$ cat src/rtl/ccc_seq_pkg.sv
// ccc_seq_pkg: shared types and defaults for the CCC lock/reset sequencer.
//   seq_state_e              sequencer state encoding
//   LockStableCyclesDefault  default lock qualification length in GL0 cycles
//   RstHoldCyclesDefault     default reset hold length after qualification
//   max_u()                  larger of two unsigned values, used to size the counter
package ccc_seq_pkg;

  typedef enum logic [1:0] {
    StWaitLock = 2'd0,
    StHold     = 2'd1,
    StRun      = 2'd2
  } seq_state_e;

  localparam int unsigned LockStableCyclesDefault = 1024;
  localparam int unsigned RstHoldCyclesDefault    = 16;

  function automatic int unsigned max_u(input int unsigned a, input int unsigned b);
    return (a > b) ? a : b;
  endfunction

endpackage

$ cat src/rtl/sync_2ff.sv
// sync_2ff: two-flop synchronizer for a single asynchronous bit.
// Ports:
//   clk  destination clock
//   rst  synchronous active-high reset, clears both flops to 0
//   d    asynchronous input
//   q    synchronized output (two clk edges of latency)
module sync_2ff (
  input  logic clk,
  input  logic rst,
  input  logic d,
  output logic q
);

  logic meta_q;
  logic sync_q;

  always_ff @(posedge clk) begin
    if (rst) begin
      meta_q <= 1'b0;
      sync_q <= 1'b0;
    end else begin
      meta_q <= d;
      sync_q <= meta_q;
    end
  end

  assign q = sync_q;

endmodule

$ cat src/rtl/ccc_lock_rst_seq.sv
// ccc_lock_rst_seq: holds the fabric in reset until the CCC PLL lock has been
// stable for LOCK_STABLE_CYCLES cycles, then for RST_HOLD_CYCLES more, then
// releases it. Any loss of lock returns to qualification.
// Ports:
//   GL0          fabric clock (only clock)
//   RESET        synchronous active-high reset
//   LOCK         PLL lock, asynchronous to GL0
//   FAB_RESET_N  active-low fabric reset, high only in RUN
//   READY        high only in RUN
//   LOCK_LOST    one-cycle pulse when lock drops while in RUN
//   LOSS_COUNT   saturating lock-loss count (only with CCC_LOCK_LOSS_CNT_EN)
// Configuration macro: CCC_LOCK_LOSS_CNT_EN enables LOSS_COUNT.
module ccc_lock_rst_seq
  import ccc_seq_pkg::*;
#(
  parameter int unsigned LOCK_STABLE_CYCLES = LockStableCyclesDefault,
  parameter int unsigned RST_HOLD_CYCLES    = RstHoldCyclesDefault
) (
  input  logic       GL0,
  input  logic       RESET,
  input  logic       LOCK,
  output logic       FAB_RESET_N,
  output logic       READY,
  output logic       LOCK_LOST
`ifdef CCC_LOCK_LOSS_CNT_EN
  ,
  output logic [7:0] LOSS_COUNT
`endif
);

  localparam int unsigned MaxCycles = max_u(LOCK_STABLE_CYCLES, RST_HOLD_CYCLES);
  // Wide enough for MaxCycles-1; at least one bit.
  localparam int unsigned CntW = (MaxCycles > 1) ? $clog2(MaxCycles) : 1;
  localparam logic [CntW-1:0] LockLast = CntW'(LOCK_STABLE_CYCLES - 1);
  localparam logic [CntW-1:0] HoldLast = CntW'(RST_HOLD_CYCLES - 1);

  logic lock_s;

  sync_2ff u_sync_lock (
    .clk (GL0),
    .rst (RESET),
    .d   (LOCK),
    .q   (lock_s)
  );

  seq_state_e      state_q, state_d;
  logic [CntW-1:0] cnt_q, cnt_d;
  logic            lock_lost_q, lock_lost_d;

  always_comb begin
    state_d     = state_q;
    cnt_d       = cnt_q;
    lock_lost_d = 1'b0;
    unique case (state_q)
      StWaitLock: begin
        if (!lock_s) begin
          cnt_d = '0;
        end else if (cnt_q == LockLast) begin
          state_d = StHold;
          cnt_d   = '0;
        end else begin
          cnt_d = cnt_q + CntW'(1);
        end
      end
      StHold: begin
        if (!lock_s) begin
          state_d = StWaitLock;
          cnt_d   = '0;
        end else if (cnt_q == HoldLast) begin
          state_d = StRun;
          cnt_d   = '0;
        end else begin
          cnt_d = cnt_q + CntW'(1);
        end
      end
      StRun: begin
        if (!lock_s) begin
          state_d     = StWaitLock;
          cnt_d       = '0;
          lock_lost_d = 1'b1;
        end
      end
      default: begin
        state_d = StWaitLock;
        cnt_d   = '0;
      end
    endcase
  end

  always_ff @(posedge GL0) begin
    if (RESET) begin
      state_q     <= StWaitLock;
      cnt_q       <= '0;
      lock_lost_q <= 1'b0;
    end else begin
      state_q     <= state_d;
      cnt_q       <= cnt_d;
      lock_lost_q <= lock_lost_d;
    end
  end

  // Decoded straight from the state register so release and the loss pulse line up.
  assign READY       = (state_q == StRun);
  assign FAB_RESET_N = (state_q == StRun);
  assign LOCK_LOST   = lock_lost_q;

`ifdef CCC_LOCK_LOSS_CNT_EN
  logic [7:0] loss_count_q;

  // Updates on the same edge that raises LOCK_LOST, so the count tracks the pulse.
  always_ff @(posedge GL0) begin
    if (RESET) begin
      loss_count_q <= 8'd0;
    end else if (lock_lost_d && (loss_count_q != 8'hFF)) begin
      loss_count_q <= loss_count_q + 8'd1;
    end
  end

  assign LOSS_COUNT = loss_count_q;
`endif

endmodule
$ cat config.mk
export PLATFORM = sky130hd
export DESIGN_NAME = ccc_lock_rst_seq
export DESIGN_NICKNAME = d
export VERILOG_FILES = /design/src/rtl/ccc_seq_pkg.sv /design/src/rtl/sync_2ff.sv /design/src/rtl/ccc_lock_rst_seq.sv
export SDC_FILE = /design/constraint.sdc
export NUM_CORES = 1
export LEC_CHECK = 0
export CAP_MARGIN = 15
export CORE_MARGIN = 2
export CORE_UTILIZATION = 40
export DETAILED_ROUTE_END_ITERATION = 16
export HOLD_SLACK_MARGIN = 0.05
export PLACE_DENSITY = 0.66
export SYNTH_ARGS = -nofsm -noshare
export SYNTH_HDL_FRONTEND = slang
export SYNTH_SLANG_ARGS = --single-unit
$ cat constraint.sdc
create_clock -name GL0 -period 1.99 [get_ports GL0]
set_input_delay 0.199 -clock GL0 [delete_from_list [all_inputs] [get_ports GL0]]
set_output_delay 0.199 -clock GL0 [all_outputs]
set_load 0.05 [all_outputs]
**Run 1: port wiring**

Scale: 6 px per µm.
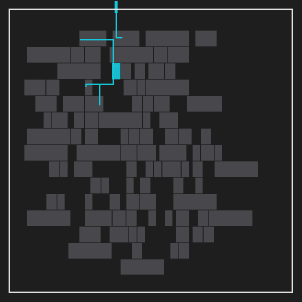
legend:
  cyan:
    port: `READY`
    direction: output
    edge: top
    end_cells: 1
    buffers: 1
    wire: 27.0 µm

**Run 1: routed metal per tile**

Scale: 8 px per µm. 9 x 9 tiles, from black (low) to pale yellow (high), scaled to the fullest tile. Values are wire area over tile area, all layers added.
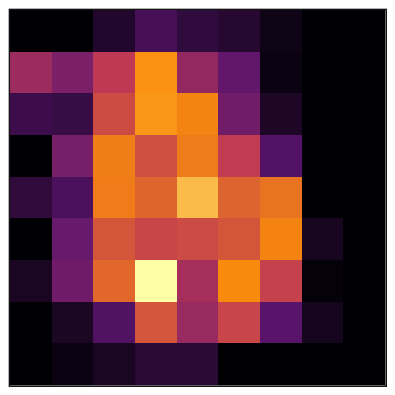
mean over tiles: 0.10
fullest tile: 0.37
tiles over half the peak: 31%
routed wire length: 1.44 mm
GRT Total Usage: 16.1%
drt wl/cell: 11.8 µm
total number of vias: 640

==> reports/qor.yml, run 1 <==
synth-edff-count: 0
seq_area_frac_synth_pct: 40.7
hold_violations: 0
core_um2: 1730
path_cells: "clkdlybuf4s50_1"
crit_arrival_ns: 1.40
antennaDiodeCount: 0
wl_met2_um: 631
pwr-share-comb_pct: 3.2
grt_max_degree: 10
reg2reg_from: "cnt_q[0]"
post_cts_buffers: 0
async_flop_share_pct: 0
top_area_share_pct: 40.7
holdPathEnd: "u_sync_lock.q"
powerSeq_uw: 304
antenna_found_initial: 0
placed_area_um2: 808
p_seq_share_pct: 61.4
cts_hold_buffers: 0
comb_cell_power_uw: 15.9
status: "complete, no violations"
ctsResizeCount: 0
hold_start: "u_sync_lock.meta_q"
n_tap_cell: 25
cts_htree_levels: 1
max_freq_ghz: 0.624
synth_top_cell_by_count: "dfxtp_1"
hpwl_mm: 1.05
reg2reg_slack_ns: 0.47
rsz0062_at_grt: "false"
fa_ha_area_share_pct: 1.70
synth_cell_types: 33
criticalPathCategory: "flip-flop to output pin"
synthTopCellsByCount: "dfxtp_1, nand2_1, nand3_1"
ys_sh_aoi_pct: 15.3
timing.critical_path.buf_inv: 1
cts.sinks: 15
nets: 102
hold_ws_ns: 0.449
initial_core_util_pct: 42.7
finClkSkew_ns: 0.00777
p_int_uw: 385
hold_class: "flip-flop to flip-flop"
fin_tns_setup_ns: 0
**Run 1: logic cells by family**

Scale: 10 px per µm.
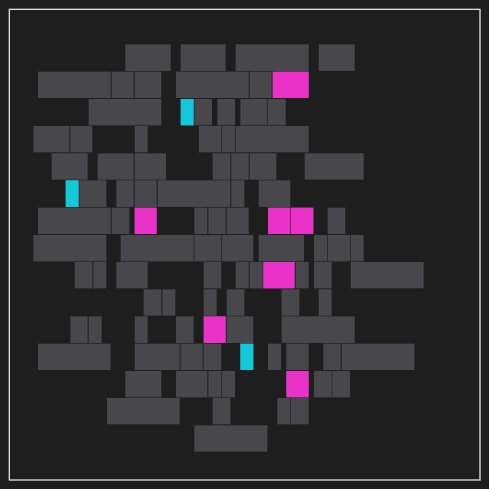
legend:
  magenta:
    family: AND and OR gates
    cells: 7
    most_used: and3_1
  cyan:
    family: inverters
    cells: 3
    most_used: inv_1
most numerous logic cell after layout: dfxtp_1
Post-Layout Cell Count: 122
fraction of area in multi-input gates: 48.5%

==> run 1 -> run 2 <==
--- a/config.mk
+++ b/config.mk
@@ -10,7 +10,7 @@
 export CORE_UTILIZATION = 40
 export DETAILED_ROUTE_END_ITERATION = 16
 export HOLD_SLACK_MARGIN = 0.05
-export PLACE_DENSITY = 0.66
+export PLACE_DENSITY = 0.69
 export SYNTH_ARGS = -nofsm -noshare
 export SYNTH_HDL_FRONTEND = slang
 export SYNTH_SLANG_ARGS = --single-unit
==> constraint.sdc (replaced) <==
create_clock -name GL0 -period 1.45 [get_ports GL0]
set_input_delay 0.145 -clock GL0 [delete_from_list [all_inputs] [get_ports GL0]]
set_output_delay 0.145 -clock GL0 [all_outputs]
set_load 0.05 [all_outputs]
==> run 2 against run 1 <==
  * Sequential share of layout area decreased by 2.8 points
  * Clock skew decreased by 0.0049 ns
  * Critical path depth increased by 4
  * Combinational power increased by about 50%
  * Hold slack got worse by 0.026 ns
  * Sequential power increased by 37%
  * Synthesized cell count unchanged
  * Area after synthesis unchanged
  * First-iteration DRC count increased by 130%
  * Non-clock buffer count increased by 7
  * Design area increased by 8.9%
  * Critical path type is now flip-flop to flip-flop
  * Largest cell class unchanged
  * Highest routed layer unchanged
==> reports/qor.yml, run 2 <==
status: "complete, no violations"
hold_violations: 0
async_flop_share_pct: 0
grt_max_degree: 9
ctsResizeCount: 0
fa_ha_area_share_pct: 1.70
timing.critical_path.buf_inv: 0
drt_wl_total_mm: 1.51
core_um2: 1730
comb_cell_power_uw: 23.9
lay_top_cells: "dfxtp_1, nand2_1, buf_4"
placed_area_um2: 871
crit_arrival_ns: 1.55
reg2reg_slack_ns: 0.07
hpwl_mm: 1.14
path_cells: "nor4_2, and3_1, o21ai_4, a32oi_1, nor3_2"
fin_tns_setup_ns: 0
hold_class: "primary input to flip-flop"
vias: 683
antenna_found_initial: 0
hold_start: "LOCK"
finClkSkew_ns: 0.00285
rsz0062_at_grt: "false"
pwr-share-comb_pct: 3.5
initial_core_util_pct: 42.7
reg2reg_from: "cnt_q[9]"
wl_met2_um: 685
cts_hold_buffers: 0
avgRoutedWirePerCell_um: 11.7
logic_gates: 69
holdPathEnd: "u_sync_lock.meta_q"
hold_ws_ns: 0.423
post_cts_buffers: 0
port_buffers: 5
cts_htree_levels: 1
p_seq_share_pct: 61.3
placedCellCount: 124
synth_cell_types: 33
gr-usage-met3_pct: 2.31
fillers: 191
std_cell_rows: 15
ff_type: "dfxtp_1"
topCellsByArea: "dfxtp_1, nand2_1, nand3_1"
grt.total_usage_pct: 16.5
synth_top_cell_by_count: "dfxtp_1"
criticalPathCategory: "flip-flop to flip-flop"
cts.sinks: 15
buffers: 13
ys_sh_aoi_pct: 15.3
antennaDiodeCount: 0
p_int_uw: 533
nets: 109
max_freq_ghz: 0.724
**Run 2: logic cells by family**

Scale: 10 px per µm.
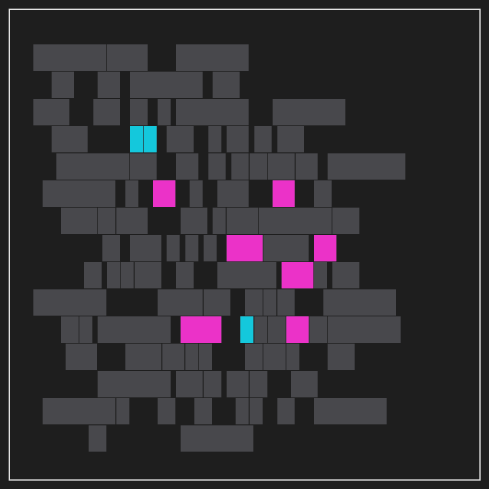
legend:
  magenta:
    family: AND and OR gates
    cells: 7
    most_used: and3_1
    where: center
  cyan:
    family: inverters
    cells: 3
    most_used: inv_1
fraction of area in multi-input gates: 45.6%
Post-Layout Cell Count: 129

Power is estimated from default activity; no workload was simulated.
